===== src/rtl/pipeline_hazard_ctrl.sv =====
// Central hazard/stall sequencer for the 5-stage pipeline: decodes per-stage hold/NOP
// controls from load-use, branch, memory-wait and halt conditions.
module pipeline_hazard_ctrl #(
    parameter int REG_ADDR_W   = 4,
    parameter int MEM_TIMEOUT  = 64,
    parameter int DRAIN_CYCLES = 4,
    parameter int CNT_W        = 16
) (
    input  logic                  clock,
    input  logic                  reset,
    input  logic [REG_ADDR_W-1:0] id_rs_a,
    input  logic [REG_ADDR_W-1:0] id_rs_b,
    input  logic                  id_uses_a,
    input  logic                  id_uses_b,
    input  logic                  ex_mem_read,
    input  logic [REG_ADDR_W-1:0] ex_rd,
    input  logic                  branch_taken_ex,
    input  logic                  mem_req,
    input  logic                  mem_ready,
    input  logic                  halt_req,
    input  logic                  resume,
    output logic                  pc_write,
    output logic                  ifid_write,
    output logic                  ifid_flush,
    output logic                  idex_write,
    output logic                  idex_bubble,
    output logic                  exmem_write,
    output logic                  memwb_bubble,
    output logic                  halted,
    output logic                  mem_error,
    output logic [CNT_W-1:0]      stall_cycles
);

    localparam int WAIT_W  = $clog2(MEM_TIMEOUT + 1);
    localparam int DRAIN_W = $clog2(DRAIN_CYCLES + 1);

    typedef enum logic [1:0] {
        ST_RUN      = 2'd0,
        ST_MEM_WAIT = 2'd1,
        ST_DRAIN    = 2'd2,
        ST_HALTED   = 2'd3
    } state_t;

    state_t               state, state_n;
    logic [WAIT_W-1:0]    wait_cnt, wait_cnt_n;
    logic [DRAIN_W-1:0]   drain_cnt, drain_cnt_n;
    logic                 err_set;
    logic                 mem_wait;
    logic                 load_use;

    function automatic logic [CNT_W-1:0] sat_inc(input logic [CNT_W-1:0] v);
        return (&v) ? v : v + 1'b1;
    endfunction

    assign mem_wait = mem_req && !mem_ready;
    assign load_use = ex_mem_read && (ex_rd != '0) &&
                      ((id_uses_a && (id_rs_a == ex_rd)) ||
                       (id_uses_b && (id_rs_b == ex_rd)));

    always_ff @(posedge clock or posedge reset) begin
        if (reset) begin
            state        <= ST_RUN;
            wait_cnt     <= '0;
            drain_cnt    <= '0;
            mem_error    <= 1'b0;
            stall_cycles <= '0;
        end else begin
            state     <= state_n;
            wait_cnt  <= wait_cnt_n;
            drain_cnt <= drain_cnt_n;
            if (err_set)
                mem_error <= 1'b1;
            if (!pc_write)
                stall_cycles <= sat_inc(stall_cycles);
        end
    end

    always_comb begin
        state_n      = state;
        wait_cnt_n   = wait_cnt;
        drain_cnt_n  = drain_cnt;
        err_set      = 1'b0;
        pc_write     = 1'b1;
        ifid_write   = 1'b1;
        ifid_flush   = 1'b0;
        idex_write   = 1'b1;
        idex_bubble  = 1'b0;
        exmem_write  = 1'b1;
        memwb_bubble = 1'b0;
        halted       = 1'b0;

        case (state)
            ST_RUN: begin
                if (mem_wait) begin
                    pc_write     = 1'b0;
                    ifid_write   = 1'b0;
                    idex_write   = 1'b0;
                    exmem_write  = 1'b0;
                    memwb_bubble = 1'b1;
                    state_n      = ST_MEM_WAIT;
                    wait_cnt_n   = WAIT_W'(1);
                end else begin
                    // A taken branch squashes the younger instruction, so its load-use is moot
                    if (branch_taken_ex) begin
                        ifid_flush  = 1'b1;
                        idex_bubble = 1'b1;
                    end else if (load_use) begin
                        pc_write    = 1'b0;
                        ifid_write  = 1'b0;
                        idex_bubble = 1'b1;
                    end
                    if (halt_req) begin
                        state_n     = ST_DRAIN;
                        drain_cnt_n = '0;
                    end
                end
            end
            ST_MEM_WAIT: begin
                if (mem_ready) begin
                    state_n    = ST_RUN;
                    wait_cnt_n = '0;
                end else begin
                    pc_write     = 1'b0;
                    ifid_write   = 1'b0;
                    idex_write   = 1'b0;
                    exmem_write  = 1'b0;
                    memwb_bubble = 1'b1;
                    // The RUN entry cycle already counted as wait cycle 1
                    if (wait_cnt >= WAIT_W'(MEM_TIMEOUT - 1)) begin
                        err_set    = 1'b1;
                        state_n    = ST_RUN;
                        wait_cnt_n = '0;
                    end else begin
                        wait_cnt_n = wait_cnt + 1'b1;
                    end
                end
            end
            ST_DRAIN: begin
                pc_write   = 1'b0;
                ifid_write = 1'b0;
                if (mem_wait) begin
                    idex_write   = 1'b0;
                    exmem_write  = 1'b0;
                    memwb_bubble = 1'b1;
                end else begin
                    idex_bubble = 1'b1;
                    if (drain_cnt >= DRAIN_W'(DRAIN_CYCLES - 1)) begin
                        state_n     = ST_HALTED;
                        drain_cnt_n = '0;
                    end else begin
                        drain_cnt_n = drain_cnt + 1'b1;
                    end
                end
            end
            ST_HALTED: begin
                pc_write    = 1'b0;
                ifid_write  = 1'b0;
                idex_write  = 1'b0;
                exmem_write = 1'b0;
                halted      = 1'b1;
                if (resume)
                    state_n = ST_RUN;
            end
            default: state_n = ST_RUN;
        endcase

        // Pipeline registers see NOPs and holds for as long as reset is asserted
        if (reset) begin
            pc_write     = 1'b0;
            ifid_write   = 1'b0;
            ifid_flush   = 1'b1;
            idex_write   = 1'b0;
            idex_bubble  = 1'b1;
            exmem_write  = 1'b0;
            memwb_bubble = 1'b1;
            halted       = 1'b0;
        end
    end

endmodule

===== config.mk =====
export PLATFORM = sky130hd
export DESIGN_NAME = pipeline_hazard_ctrl
export DESIGN_NICKNAME = d
export VERILOG_FILES = /design/src/rtl/pipeline_hazard_ctrl.sv
export SDC_FILE = /design/constraint.sdc
export NUM_CORES = 1
export LEC_CHECK = 0
export ABC_AREA = 1
export CAP_MARGIN = 20
export CORE_ASPECT_RATIO = 1.75
export CORE_MARGIN = 4
export CORE_UTILIZATION = 35
export CTS_CLUSTER_DIAMETER = 100
export DETAILED_ROUTE_END_ITERATION = 7
export HOLD_SLACK_MARGIN = 0.08
export SLEW_MARGIN = 30
export SYNTH_ARGS = -nofsm -noshare
export SYNTH_HDL_FRONTEND = slang
export SYNTH_SLANG_ARGS = --single-unit

===== constraint.sdc =====
create_clock -name clock -period 2.1 [get_ports clock]
set_clock_uncertainty 0.05 [all_clocks]
set_input_delay 0.42 -clock clock [delete_from_list [all_inputs] [get_ports clock]]
set_output_delay 0.42 -clock clock [all_outputs]
set_load 0.005 [all_outputs]

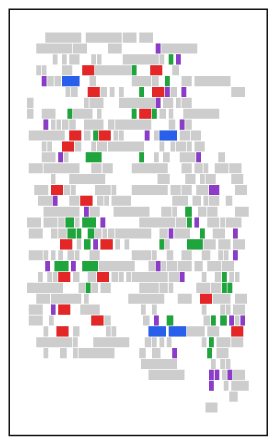
(images/gate_families.png)
Drawn at 4 px/µm.
adder and majority cells -> blue  # cells 4, most used ha_1
inverters -> purple  # cells 33, most used inv_1, where widely spread
XOR/XNOR gates -> red  # cells 19, most used xor2_1
NOR gates -> green  # cells 32, most used nor2_1
combinational share of cell area: 0.3932
most numerous logic cell after layout: nand2_1

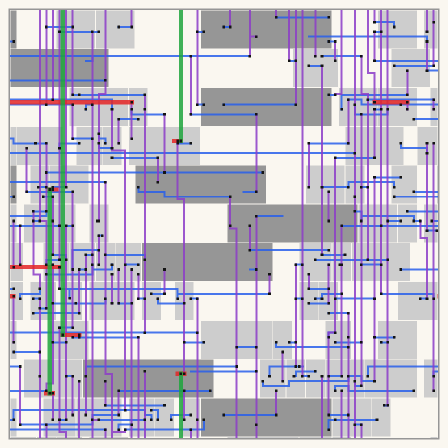
(images/zoom.png)
Region (17, 38) to (47, 68) µm. Cells in grey, sequential cells in the stronger grey; small squares are vias.
met4 -> green
met2 -> purple
met1 -> blue
met3 -> red
sequential cells in the window = 8
most frequent = nand2_1 (12), buf_4 (11), dfrtp_1 (8)
netlist names of flops here include = `stall_cycles` (4), `state` (2), `wait_cnt` (2)
cells with their middle in the window = 68

==> flow_summary_export.csv <==
group,metric,value,unit
route,wire_per_inst,12.57,µm
worst_setup_path,startpoint_type,"input port",
floorplan,fp_util,0.3639,
yosys,adder_share,0.02596,
run_status,status,"finished, final reports clean",
yosys,yosysWarnings,0,
sta,finalClockPeriodUsage,0.9724,
yosys,aoi_share,0.05711,
cts,htreeDepth,2,
sta,setup_viol,0,
floorplan,coreArea,5299,µm²
placement,dpl.hpwl,3920,µm
yosys,synthCells,266,
worst_hold_path,min_path_type,"reg -> reg",
cts,clockBufferDepth,2,
floorplan,rows,35,
floorplan,io_pins,47,
job,maxCapViolations,0,
route,dr.pass1.iters,4,
floorplan,die-area,6807,µm²
floorplan,die_h,106.2,µm
global_routing,grt_pass1_wl,8866,µm
worst_setup_path,cp-end-kind,"output port",
sta,worstMarginPinSlew,413.0,ps
yosys,syn_area_per_cell,7.248,µm²
yosys,ys_sh_simple,0.3712,
route,postRouteAntennaNets,0,
worst_setup_path,worstPathRequired,1630,ps
cts,cts_tree,"done",
yosys,synth-edff-count,0,
cells_and_area,final_cells,414,
placement,post-place-ws,-511.6,ps
global_routing,antenna_found_initial,0,
sta,max_freq,489.7,MHz
route,vias,1971,
pwr,vdd.ir_drop.worst,0.5370,mV
yosys,synthArstFlopShare,1.000,
cells_and_area,syn_to_final_growth,42.76,%
floorplan,die_w,64.11,µm
global_routing,grt-ovfl-total,0,
yosys,ys_area,1928,µm²
pwr,leakage,1.430,nW
cells_and_area,antenna_cells,0,
yosys,largest_area_cell,"dfrtp_1",
yosys,ys_cells,266,
cts,path_clk_slew,70,ps
pwr,p_total,2.440,mW
cts,clock-root-buffer,"clkbuf_8",
route,viasPerCell,4.761,
worst_setup_path,crit_fanout,2,
yosys,topCombFamilyByArea,"simple AND/OR/NAND/NOR gates",
sta,period_needed,2042,ps
worst_setup_path,reg2reg_setup_slack,400,ps
worst_setup_path,cpPeakStageDelay,480,ps
yosys,mux_area_frac,0,
yosys,synth_area,1928,µm²
placement,dp.cells,403,
yosys,flop_cell,"dfrtp_1",
yosys,ys.flops,29,
global_routing,track_usage,0.1632,
yosys,yosysUniqueCellTypes,31,
yosys,top_cells_by_area,"dfrtp_1 (38%), nand2_1 (17%), nand3_1 (7.8%), inv_1 (6.4%), xor2_1 (4.5%)",
route,wl,5202,µm
sta,drv_slew,0,
worst_setup_path,crit_chain,"clkdlybuf4s50_1 > nand2_2 > nand2_4 > nor2_4 > buf_4 > nand2_2 > nand2_2 > nand2_4 > inv_2 > buf_2",
pwr,p_per_area,886.4,nW/µm²
yosys,xor_area_frac,0.08631,
global_routing,grt_pass1_vias,2029,
yosys,floorplan.nets,292,
cts,hold_buffers,0,
route,route.detailed.drc,0,
cells_and_area,drive_gt1_frac,0.1882,
route,dr.first_iter.drc_count,68,
yosys,synthTopCellsByCount,"nand2_1 (89), inv_1 (33), nand3_1 (30), dfrtp_1 (29), nor2_1 (21)",
cts,clock-sinks,29,
placement,port_buffers,46,
cts,worstSkewPairLatency,280,ps
cells_and_area,final_util,0.5195,
worst_setup_path,cp_data_arrival_time,1570,ps
cts,cts_buffers,5,
sta,setup_slack,58.06,ps
yosys,netlist.area_leader.share,0.3764,
placement,place.gp.congestion,0.8693,
yosys,ys_seq_share,0.3764,
worst_setup_path,cpMaxStageDelayCell,"clkdlybuf4s50_1",
worst_setup_path,path_common_cell,"nand2_2",
sta,slew_headroom,0.7226,
## worst paths after layout
check                                       end          from  depth (start not counted)
min in group asynchronous       stall_cycles[8]         reset                          3
max in group asynchronous       stall_cycles[6]         reset                          3
worst min-delay path                  mem_error     mem_error                          1
worst min register to register        mem_error     mem_error                          1
worst max-delay path                 ifid_write       mem_req                         10
worst max register to register         state[1]  drain_cnt[0]                          8
## report_power, final
group | internal [mW] | total, mW | switching, mW | leakage (nW)
Clock | 0.296 | 0.518 | 0.222 | 0.0542
Sequential | 0.681 | 0.812 | 0.130 | 0.381
Combinational | 0.541 | 1.11 | 0.569 | 0.994
Total | 1.52 | 2.44 | 0.922 | 1.43
## through the flow
stage / cell area (µm²) / hold WS, ps / setup TNS, ps
3_5_place_dp: 2614 / 419.0 / -7378
5_1_grt: 2753 / 462.7 / 0
6_report: 2753 / 434.0 / 0
3_3_place_gp: 2614 / 415.7 / -7391
2_1_floorplan: 1932 / 303.9 / 0
4_1_cts: 2708 / 438.1 / -57.91
## critical path: cells and delay by family
| family | cells | cell delay [ps] |
|---|---|---|
| buffers and inverters | 4 | 770 |
| and+or+nand+nor | 6 | 380 |
## final cells by class
type | count | area, µm² | area share
multi-input combinational | 199 | 1082 | 0.3932
clock buffer | 7 | 96.34 | 0.03500
timing repair buffer | 71 | 623.1 | 0.2264
sequential | 29 | 725.7 | 0.2636
inverter | 33 | 127.6 | 0.04636
clock inverter | 1 | 5.005 | 0.001818
tap | 74 | 92.59 | 0.03364
## cells in the final DEF (no fill, tap or decap), drive strengths merged, types with 2 or more instances in the layout
| cell type | n |
|---|---|
| nand2 | 92 |
| inv | 32 |
| nand3 | 31 |
| dfrtp | 29 |
| buf | 27 |
| nor2 | 24 |
| clkdlybuf4s50 | 23 |
| dlygate4sd2 | 14 |
| xor2 | 10 |
| clkbuf | 10 |
| xnor2 | 9 |
| nor3 | 7 |
| a21oi | 6 |
| ha | 4 |
| o21ai | 3 |
| dlymetal6s2s | 3 |
| o211ai | 2 |
| a31oi | 2 |
| nand4 | 2 |
## cells by family (layout without fill, tap and decap cells)
kind of cell             after synthesis  after routing
AND/OR/NAND/NOR                      158            158
buffers and inverters                 38            112
flip-flops                            29             29
AND-OR/OR-AND                         18             18
adder cells (fa/ha/maj)                4              4
XOR/XNOR                              19             19
## registers in the layout, indices dropped and copies added (netlist names)
register,count
state,2
wait_cnt,7
drain_cnt,3
mem_error,1
stall_cycles,16
## what timing repair did
item                                    4_1_cts  5_1_grt
pin swaps                                    15       10
cloned                                        0        0
endpoints found under the setup margin        8        5
buffers inserted                              2        1
resized                                      33       22
## layer usage
metal	share of wire	GRT usage	routed length [µm]
met5	0	0	0
met4	0.038	0.09228	197
met3	0.046	0.03488	238
met2	0.52	0.2850	2696
met1	0.40	0.1787	2069
No activity file was given, so power comes from the tool's default toggle rates.
